**Run 1: signal wires by layer**

Scale: 4 px per um.
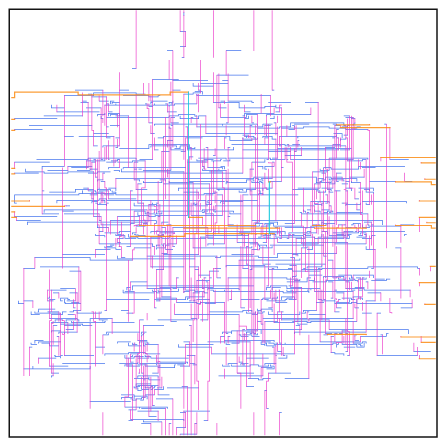
**Run 1: ports around the boundary**

Scale: 2 px per um. Pins as bars across the die edge, other pins in grey.
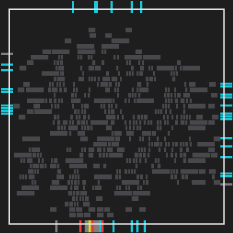
**Run 1: where the registers sit**

Scale: 2 px per um. Other cells in grey.
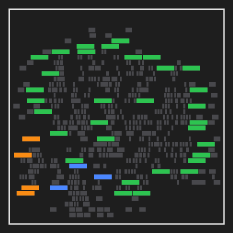
**src/rtl/debug_step_controller_pkg.sv**
```systemverilog
// rtl/debug_step_controller_pkg.sv - shared debug command codes and controller state encodings
package debug_step_controller_pkg;

    typedef enum logic [1:0] {
        CMD_HALT    = 2'b00,
        CMD_RUN     = 2'b01,
        CMD_STEP    = 2'b10,
        CMD_RESTART = 2'b11
    } cmd_t;

    typedef enum logic [2:0] {
        ST_IDLE  = 3'd0,
        ST_RUN   = 3'd1,
        ST_STEP  = 3'd2,
        ST_FLUSH = 3'd3,
        ST_DONE  = 3'd4
    } state_t;

    localparam logic [31:0] COUNT_MAX = 32'hFFFF_FFFF;

endpackage

```
**src/rtl/debug_step_controller_if.sv**
```systemverilog
// rtl/debug_step_controller_if.sv - debug host command handshake and pipeline control bundle
interface debug_step_controller_if;
    import debug_step_controller_pkg::*;

    logic        cmdValid;
    logic [1:0]  cmd;
    logic        cmdReady;
    logic        eopIn;
    logic        debugEnable;
    logic        debugReset;
    logic        halted;
    logic [31:0] cycleCount;
    logic [2:0]  state;

    // Host side: issues commands and forwards the write-back end-of-program flag.
    modport master (
        output cmdValid, cmd, eopIn,
        input  cmdReady, debugEnable, debugReset, halted, cycleCount, state
    );

    // Controller side.
    modport slave (
        input  cmdValid, cmd, eopIn,
        output cmdReady, debugEnable, debugReset, halted, cycleCount, state
    );
endinterface

```
**src/rtl/debug_step_controller_sat_counter32.sv**
```systemverilog
// rtl/debug_step_controller_sat_counter32.sv - 32-bit counter that sticks at all-ones instead of wrapping
module sat_counter32
    import debug_step_controller_pkg::*;
(
    input  logic        clock,
    input  logic        reset,
    input  logic        inc,
    input  logic        clr,
    output logic [31:0] count
);

    logic [31:0] countQ;

    // Clear has priority over increment; increment stops at the top value.
    always_ff @(posedge clock or negedge reset) begin
        if (!reset) begin
            countQ <= 32'd0;
        end else if (clr) begin
            countQ <= 32'd0;
        end else if (inc && (countQ != COUNT_MAX)) begin
            countQ <= countQ + 32'd1;
        end
    end

    assign count = countQ;

endmodule

```
**src/rtl/debug_step_controller.sv**
```systemverilog
// rtl/debug_step_controller.sv - run/step/restart sequencer driving pipeline enable and clear
module debug_step_controller
    import debug_step_controller_pkg::*;
#(
    parameter int RESET_CYCLES = 2
) (
    input  logic                         clock,
    input  logic                         reset,
    debug_step_controller_if.slave       dbg
);

    localparam logic [3:0] FLUSH_LOAD = 4'(RESET_CYCLES - 1);

    state_t     stateQ;
    state_t     stateD;
    logic [3:0] flushCnt;
    logic       enable;
    logic       clear;
    logic       ready;
    logic       done;
    logic       accept;
    logic       enterFlush;

    // State register; every output below is decoded from it alone.
    always_ff @(posedge clock or negedge reset) begin
        if (!reset) begin
            stateQ <= ST_IDLE;
        end else begin
            stateQ <= stateD;
        end
    end

    // Moore output decode followed by next-state selection.
    always_comb begin
        stateD = stateQ;
        enable = 1'b0;
        clear  = 1'b0;
        ready  = 1'b0;
        done   = 1'b0;
        case (stateQ)
            ST_IDLE:  ready = 1'b1;
            ST_RUN:   begin enable = 1'b1; ready = 1'b1; end
            ST_STEP:  enable = 1'b1;
            ST_FLUSH: clear = 1'b1;
            ST_DONE:  begin ready = 1'b1; done = 1'b1; end
            default:  ;
        endcase

        accept = dbg.cmdValid && ready;

        case (stateQ)
            ST_IDLE: begin
                if (accept) begin
                    case (cmd_t'(dbg.cmd))
                        CMD_RUN:     stateD = ST_RUN;
                        CMD_STEP:    stateD = ST_STEP;
                        CMD_RESTART: stateD = ST_FLUSH;
                        default:     stateD = ST_IDLE;
                    endcase
                end
            end
            ST_RUN: begin
                // End of program outranks any command presented the same cycle.
                if (dbg.eopIn) begin
                    stateD = ST_DONE;
                end else if (accept) begin
                    case (cmd_t'(dbg.cmd))
                        CMD_HALT:    stateD = ST_IDLE;
                        CMD_RESTART: stateD = ST_FLUSH;
                        default:     stateD = ST_RUN;
                    endcase
                end
            end
            ST_STEP:  stateD = dbg.eopIn ? ST_DONE : ST_IDLE;
            ST_FLUSH: begin
                if (flushCnt == 4'd0) begin
                    stateD = ST_IDLE;
                end
            end
            ST_DONE: begin
                if (accept && (cmd_t'(dbg.cmd) == CMD_RESTART)) begin
                    stateD = ST_FLUSH;
                end
            end
            default: stateD = ST_IDLE;
        endcase
    end

    assign enterFlush = (stateD == ST_FLUSH) && (stateQ != ST_FLUSH);

    // Flush length counter: loaded on entry, counts down to zero while flushing.
    always_ff @(posedge clock or negedge reset) begin
        if (!reset) begin
            flushCnt <= 4'd0;
        end else if (enterFlush) begin
            flushCnt <= FLUSH_LOAD;
        end else if ((stateQ == ST_FLUSH) && (flushCnt != 4'd0)) begin
            flushCnt <= flushCnt - 4'd1;
        end
    end

    // Zeroed at the edge entering flush so the count already reads 0 in the first flush cycle.
    sat_counter32 uCounter (
        .clock (clock),
        .reset (reset),
        .inc   (enable),
        .clr   (enterFlush || (stateQ == ST_FLUSH)),
        .count (dbg.cycleCount)
    );

    assign dbg.cmdReady    = ready;
    assign dbg.debugEnable = enable;
    assign dbg.debugReset  = clear;
    assign dbg.halted      = done;
    assign dbg.state       = stateQ;

endmodule

```
**src/flat_wrapper.sv**
```systemverilog
// flat-port wrapper written by rule: the top's interface ports become plain ports
module debug_step_controller_flat import debug_step_controller_pkg::*;
#(
    parameter int RESET_CYCLES = 2
)
  (clock, reset, dbg_cmdValid, dbg_cmd, dbg_eopIn, dbg_cmdReady, dbg_debugEnable, dbg_debugReset, dbg_halted, dbg_cycleCount, dbg_state);
  debug_step_controller_if dbg_i ();
  input  logic clock;
  input  logic reset;
  input wire logic [$bits(dbg_i.cmdValid)-1:0] dbg_cmdValid;
  input wire logic [$bits(dbg_i.cmd)-1:0] dbg_cmd;
  input wire logic [$bits(dbg_i.eopIn)-1:0] dbg_eopIn;
  output wire logic [$bits(dbg_i.cmdReady)-1:0] dbg_cmdReady;
  output wire logic [$bits(dbg_i.debugEnable)-1:0] dbg_debugEnable;
  output wire logic [$bits(dbg_i.debugReset)-1:0] dbg_debugReset;
  output wire logic [$bits(dbg_i.halted)-1:0] dbg_halted;
  output wire logic [$bits(dbg_i.cycleCount)-1:0] dbg_cycleCount;
  output wire logic [$bits(dbg_i.state)-1:0] dbg_state;
  assign dbg_i.cmdValid = dbg_cmdValid;
  assign dbg_i.cmd = dbg_cmd;
  assign dbg_i.eopIn = dbg_eopIn;
  assign dbg_cmdReady = dbg_i.cmdReady;
  assign dbg_debugEnable = dbg_i.debugEnable;
  assign dbg_debugReset = dbg_i.debugReset;
  assign dbg_halted = dbg_i.halted;
  assign dbg_cycleCount = dbg_i.cycleCount;
  assign dbg_state = dbg_i.state;
  debug_step_controller #(.RESET_CYCLES(RESET_CYCLES)) u_core (.clock(clock), .reset(reset), .dbg(dbg_i));
endmodule
```
**config.mk**
```make
export PLATFORM = sky130hd
export DESIGN_NAME = debug_step_controller_flat
export DESIGN_NICKNAME = d
export VERILOG_FILES = /design/src/rtl/debug_step_controller_pkg.sv /design/src/rtl/debug_step_controller_if.sv /design/src/rtl/debug_step_controller_sat_counter32.sv /design/src/rtl/debug_step_controller.sv /design/src/flat_wrapper.sv
export SDC_FILE = /design/constraint.sdc
export NUM_CORES = 1
export LEC_CHECK = 0
export ABC_AREA = 1
export CAP_MARGIN = 25
export CORE_UTILIZATION = 25
export DETAILED_ROUTE_END_ITERATION = 10
export GPL_TIMING_DRIVEN = 0
export PLACE_DENSITY = 0.48
export SLEW_MARGIN = 0
export SYNTH_ARGS = -nofsm -noshare
export SYNTH_HDL_FRONTEND = slang
export SYNTH_HIERARCHICAL = 1
export SYNTH_SLANG_ARGS = --single-unit
```
**constraint.sdc**
```tcl
create_clock -name clock -period 2.2 [get_ports clock]
set_input_delay 0.33 -clock clock [delete_from_list [all_inputs] [get_ports clock]]
set_output_delay 0.33 -clock clock [all_outputs]
set_load 0.02 [all_outputs]
```
==> flow_metrics.tcl, run 1 <==
# implementation run metrics
set metrics [dict create \
    cp.arrival_ps 1770 \
    finalMaxSlewViolations 0 \
    cp.depth 4 \
    hold_class "input port to async pin" \
    diodes 0 \
    dpl.hpwl_mm 6.028 \
    row_count 37 \
    path_cells "nor2_2, nand2_1, inv_1, clkdlybuf4s50_1" \
    cp.required_ps 1870 \
    r2r-end "u_core/uCounter/count[1]$_DFFE_PN0P_" \
    core_region_area_um2 10460 \
    yosys_warnings 6 \
    final.setup_skew_ps 9.579 \
    tritoncts "done" \
    gp_congestion 0.8372 \
    crit_path_start "u_core/dbg.state[1]$_DFF_PN0_" \
    slowest_delay_ps 600 \
    syn_to_final_growth_pct 27.64 \
    powerDensity_nw_per_um2 843.8 \
    overflow 0 \
    syn-instance-count 413 \
    status "finished, final reports clean" \
    final_nets 475 \
    drc 0 \
    openroad.warnings 26 \
    worst-path-max-fanout 6 \
    slowest_stage "clkdlybuf4s50_1" \
    p_int_mw 1.596 \
    design.portCount 45 \
    dr.first_iter.drc_count 105 \
    grt_pass1_wl_mm 12.81 \
    finalCritPeriodShare_pct 95.27 \
    max_slew_margin_pct 63.40 \
    clockBufferDepth 2 \
    worst_setup_path_start_kind "flop" \
    leakage_nw 1.607 \
    fp_util_pct 26.13 \
    die_area_um2 11360 \
    ant_nets 0 \
    yosys_area_um2 2734 \
    cts.clk_slew.worst_paths_ps 80 \
    endpoint "dbg_halted" \
    ir_drop_v 0.0004143 \
    drive_above_1_share_pct 11.11 \
    seqPwrFrac_pct 31.4 \
    worstSetupPathType "flop to primary output" \
    synthesis.nets 421 \
    utilization_pct 33.35 \
    timing.fmax_mhz 477.1 \
    cts_sinks 39 \
    lay_top_count "nand2_1" \
    timing.rr.start "u_core/flushCnt[0]$_DFFE_PN0P_" \
    drt_pre_antenna_iters 4 \
    ys_cells 413 \
    synth_area_um2 2734 \
    final_cell_mix "nand2_1 (150), nor2_1 (57), inv_1 (43)" \
    grt_max_degree 23 \
    htreeDepth 2 \
    critPathBufInv 2 \
    antenna_found_initial 0 \
    stdcell_count 604 \
    viasPerCell 4.437 \
    root_buffer "clkbuf_8" \
    ys_types 31 \
    avgSynthCellArea_um2 6.620 \
    p_switching_mw 1.348 \
    power_frac_comb_pct 52.2 \
    finalHoldViolations 0 \
    numCtsBuffers 5 \
    grt_pass1_vias 2535 \
    clk_latency_ps 290 \
    r2r_setup_slack_ps 240 \
    reg2reg_depth 15 \
    finalSetupViolCount 0 \
    period_needed_ps 2096 \
    crit_family "buffers and inverters" \
    end_kind "primary output" \
    grt_setup_unrepaired "no" \
    synth_seq_share_pct 35.70 \
    max-cap-violations 0 \
    dp_cells 594 \
    worstMarginPinSlew_ps 547.0 \
    switching_share_pct 45.79 \
    pwr-share-clk_pct 16.3 \
    numSynthFlops 39 \
]
Notes on 'signal wires by layer' above:
layer	colour	wire length
met2	magenta	3610 um
met1	blue	3820 um
met3	orange	283 um
met4	cyan	44.2 um
GRT Total Usage: 14.45%
DR vias: 2680
WL/cell: 12.83 um
wirelength, routed: 7.752 mm

Notes on 'ports around the boundary' above:
port	colour	pins	direction	edge
dbg_cmdReady	yellow	1	output	bottom
dbg_state	red	3	output	bottom
dbg_cycleCount	cyan	32	output	13 right, 8 left, 6 top, 5 bottom
all pins by edge	16 bottom, 14 right, 9 left, 6 top
Die Width: 106.6 um
Die H: 106.6 um
port buffer count: 44

Notes on 'where the registers sit' above:
signal	colour	flops
u_core/uCounter/count	green	32
u_core/flushCnt	orange	4
u_core/dbg.state	blue	3
Flop area: 975.9 um2
fraction of area in registers: 27.97%

-- run 1: worst register-to-register path: stages (launching register included) --
cell     delay, ps
dfrtp_1        370
inv_1          110
ha_1           190
nand2_1         70
nand2_2         90
inv_2           70
nor2_4         140
nand2_2         80
nand2_1         90
nand2_2        110
inv_4          120
nand2_4         70
inv_2           90
buf_6          160
nand2_1         60
nand2_1         60
-- run 1: power groups by stage --
stage	registers (mW)	logic, mW	clock network (mW)
after floorplan	0.987	0.925	0
after global placement	0.936	1.50	0
after detailed placement	0.939	1.51	0
after CTS	0.925	1.52	0.517
after global routing	0.944	1.69	0.535
final	0.925	1.54	0.481
-- run 1: per-layer routing --
metal | vias up | track usage [%] | share of wire, %
li1 | 1400 | - | -
met4 | 0 | 2.935 | 0.57
met5 | - | 0 | 0
met2 | 41 | 23.78 | 47
met1 | 1235 | 19.94 | 49
met3 | 4 | 2.310 | 3.6
-- run 1: cell families (layout without fill, tap and decap cells) --
group | after synthesis | count (layout) | synth area share [%]
simple gates | 282 | 282 | 46.13
compound gates | 23 | 23 | 4.714
buf+inv | 55 | 110 | 8.695
xor+xnor | 12 | 12 | 3.844
fa+ha+maj | 2 | 2 | 0.9152
flops | 39 | 39 | 35.70
-- run 1: cell usage after synthesis --
cell type	number	area (um2)
ha_1	2	25.02
a21oi_2	1	8.760
dfrtp_1	39	975.9
buf_6	4	45.04
o211ai_1	1	7.510
nand2_8	1	20.02
nor3_1	1	5.000
inv_1	44	165.2
o21ai_1	10	50.05
a32o_1	1	10.01
buf_2	1	5.000
nor2_2	6	37.54
a22oi_1	1	7.510
nand3b_1	1	7.510
o21ai_0	5	25.02
nand2_2	6	37.54
clkbuf_1	2	7.510
nor2_4	2	22.52
nand2_1	151	566.8
nand4_1	9	56.30
nand2_4	4	45.04
nand3_1	35	175.2
nor2_1	60	225.2
inv_2	3	11.26
xnor2_1	5	43.79
or2_2	2	12.51
a21oi_1	4	20.02
nor2_8	1	20.02
xor2_1	7	61.31
nand3_2	3	30.03
buf_1	1	3.750
-- run 1: per-stage QoR --
| step | TNS, ps | cell area, um2 | hold WS (ps) | setup slack [ps] | power [mW] |
|---|---|---|---|---|---|
| floorplan | 0 | 2734 | 34.41 | 88.41 | 1.912 |
| global placement | -23330 | 3344 | 501.0 | -504.7 | 2.432 |
| detailed placement | -10440 | 3359 | 303.1 | -495.0 | 2.447 |
| CTS | 0 | 3458 | 516.4 | 22.60 | 2.965 |
| global route | 0 | 3490 | 559.8 | 7.434 | 3.164 |
| finish | 0 | 3490 | 510.2 | 104.1 | 2.944 |
-- run 1: timing repair --
item	in CTS	in global routing
hold buffers	1	0
endpoints found under the hold margin	17	0
setup buffers	0	1
gates resized	7	10
setup endpoints to repair	28	33
-- run 1: flip-flops by register name (all words and copies together), names as in the netlist --
register and count:
u_core/flushCnt 4, u_core/dbg.state 3, u_core/uCounter/count 32
-- run 1: final cells by class --
type	instances	area, um2
Clock buffer	7	76.32
Buffer	8	72.57
Inverter	47	178.9
Sequential cell	39	975.9
Multi-Input combinational cell	319	1539
Tap cell	136	170.2
Timing Repair Buffer	47	471.7
Fill cell	1183	6973
Clock inverter	1	5.005
==> run 2, diff against run 1 <==
CELL_PAD_IN_SITES_DETAIL_PLACEMENT = 1   (was unset)
CELL_PAD_IN_SITES_GLOBAL_PLACEMENT = 1   (was unset)
CORE_MARGIN = 2   (was unset)
CTS_CLUSTER_SIZE = 14   (was unset)
PLACE_DENSITY = 0.61   (was 0.48)
**Run 2: ports around the boundary**

Scale: 2 px per um. Pins as bars across the die edge, other pins in grey.
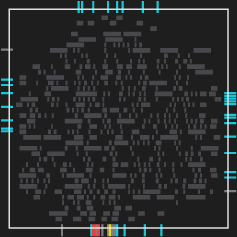
port	colour	pins	direction	edge
dbg_state	red	3	output	bottom
dbg_cmdReady	yellow	1	output	bottom
dbg_cycleCount	cyan	32	output	12 right, 8 top, 7 left, 5 bottom
all pins by edge	16 bottom, 13 right, 8 left, 8 top

**Run 2: where the registers sit**

Scale: 2 px per um. Other cells in grey.
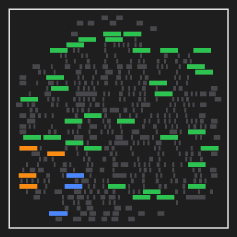
signal	colour	flops
u_core/dbg.state	blue	3
u_core/flushCnt	orange	4
u_core/uCounter/count	green	32

==> flow_metrics.tcl, run 2 <==
# implementation run metrics
set metrics [dict create \
    status "finished, final reports clean" \
    crit_path_start "u_core/dbg.state[1]$_DFF_PN0_" \
    top_cell_area_share_pct 35.70 \
    synth_area_um2 2734 \
    cts_sinks 39 \
    fp_util_pct 25.44 \
    ir_drop_v 0.0004156 \
    drt_pre_antenna_iters 4 \
    max-cap-violations 0 \
    cts_setup_buffers 0 \
    syn-instance-count 413 \
    portBuffers 44 \
    cp.required_ps 1870 \
    track_usage_pct 16.52 \
    synth.largest_area_cell "dfrtp_1" \
    post_dp_cell_area_um2 3372 \
    antenna_found_initial 0 \
    lay_top_count "nand2_1" \
    dp_cells 598 \
    grt_pass1_wl_mm 15.10 \
    clockBufferDepth 2 \
    ys.flop_type "dfrtp_1" \
    worstMarginPinSlew_ps 652.4 \
    drc 0 \
    yosys_warnings 6 \
    numSynthFlops 39 \
    final_cell_mix "nand2_1 (150), nor2_1 (58), inv_1 (42)" \
    holdBufCountCts 0 \
    wl_mm 8.816 \
    cts.clk_slew.worst_paths_ps 90 \
    routedWlPerCell_um 14.55 \
    finalMaxSlewViolations 0 \
    design_area_um2 3532 \
    worst_setup_path_start_kind "flop" \
    die_x_um 108.6 \
    final_nets 473 \
    largest_reg_flops 32 \
    yosys-top-cells-count "nand2_1 (151), nor2_1 (60), inv_1 (44), dfrtp_1 (39), nand3_1 (35)" \
    grt_pass1_vias 2962 \
    root_buffer "clkbuf_8" \
    yosys_area_um2 2734 \
    grt_setup_unrepaired "no" \
    drive_above_1_share_pct 11.59 \
    timing.fmax_mhz 493.3 \
    stdcell_count 606 \
    avgSynthCellArea_um2 6.620 \
    grt_max_degree 21 \
    htreeDepth 2 \
    tritoncts "done" \
    syn_to_final_growth_pct 29.20 \
    synth.area.top_cells "dfrtp_1 (36%), nand2_1 (21%), nor2_1 (8.2%)" \
    die_area_um2 11790 \
    dr.first_iter.drc_count 81 \
    core_region_area_um2 10750 \
    clk_latency_ps 300 \
    finalHoldViolations 0 \
    ant_nets 0 \
    fillerInstances 1384 \
    worst-path-max-fanout 6 \
    viasPerCell 4.639 \
    row_count 38 \
    worstSetupPathType "flop to primary output" \
    max_slew_margin_pct 56.35 \
    dpl.hpwl_mm 6.980 \
    synthArstFlopShare_pct 100.0 \
    design.portCount 45 \
    finalSetupViolCount 0 \
    ys_cells 413 \
    final.setup_skew_ps 8.504 \
    synthesis.nets 421 \
    powerDensity_nw_per_um2 896.5 \
    hold_class "input port to async pin" \
    overflow 0 \
    numCtsBuffers 5 \
    vias 2811 \
    most_common_cell "nand2_1" \
    gp_congestion 0.8219 \
    end_kind "primary output" \
    synth_seq_share_pct 35.70 \
    period_needed_ps 2027 \
    timing.rr.start "u_core/dbg.state[0]$_DFF_PN0_" \
    openroad.warnings 26 \
    fp.dieH_um 108.6 \
    cp.arrival_ps 1700 \
    ys_types 31 \
    diodes 0 \
    leakage_nw 1.637 \
    edf_count 0 \
    finalCritPeriodShare_pct 92.14 \
]
## run 2: per-layer routing
layer | up-vias | GRT usage [%] | share of wire (%)
li1 | 1396 | - | -
met1 | 1365 | 21.64 | 48
met2 | 41 | 28.62 | 48
met3 | 9 | 2.291 | 2.5
met4 | 0 | 4.029 | 1.4
met5 | - | 0 | 0
## run 2: worst paths after layout
check	slack, ps	cells after the start	endpoint
setup / recovery	170	3	dbg_debugReset
hold / removal	10	1	u_core/uCounter/count[23]$_DFFE_PN0P_
setup reg to reg	180	13	u_core/uCounter/count[14]$_DFFE_PN0P_
hold reg to reg	530	2	u_core/flushCnt[1]$_DFFE_PN0P_
max in group asynchronous	1690	2	u_core/uCounter/count[7]$_DFFE_PN0P_
min in group clock	530	2	u_core/flushCnt[1]$_DFFE_PN0P_
## run 2: stage by stage
stage	hold WS, ps	setup TNS (ps)	total power, mW	util (%)	setup slack [ps]
2_1_floorplan	34.41	0	1.912	-	88.41
3_3_place_gp	503.7	-29550	2.468	31.17	-532.0
3_5_place_dp	355.5	-12990	2.502	31.38	-593.6
4_1_cts	28.22	0	3.211	32.73	50.47
5_1_grt	46.73	0	3.418	32.87	23.46
6_report	10.95	0	3.167	32.87	172.9
## run 2: layout make-up
| type | count | area, um2 | area share (%) |
|---|---|---|---|
| well taps | 140 | 175.2 | 4.959 |
| multi-input cells | 319 | 1546 | 43.78 |
| clock buffers | 6 | 82.58 | 2.338 |
| inverters | 47 | 178.9 | 5.066 |
| flip-flops and latches | 39 | 977.2 | 27.67 |
| clock inverters | 2 | 35.03 | 0.9919 |
| repair buffers | 45 | 464.2 | 13.14 |
| plain buffers | 8 | 72.57 | 2.055 |
## run 2: what timing repair did
item	4_1_cts	5_1_grt
resized	13	7
hold endpoints to repair	0	0
pin swaps	0	0
endpoints found under the setup margin	34	29
## run 2: logic make-up (layout without fill, tap and decap cells)
| logic type | after synthesis | after routing | synth area share, % |
|---|---|---|---|
| fa+ha+maj | 2 | 2 | 0.9152 |
| buf+inv | 55 | 108 | 8.695 |
| xor+xnor | 12 | 12 | 3.844 |
| compound gates | 23 | 23 | 4.714 |
| flops | 39 | 39 | 35.70 |
| simple gates | 282 | 282 | 46.13 |
## run 2: report_power, final
part	internal, mW	switching (mW)	total, mW
clock	0.368	0.276	0.643
sequential	0.809	0.122	0.931
combinational	0.568	1.02	1.59
## run 2: critical path, stage by stage, from the launching register on
cell and delay, ps:
dfrtp_1 500, nand2_2 90, nor2_2 170, clkdlybuf4s50_1 630
Power and IR drop assume default switching activity.
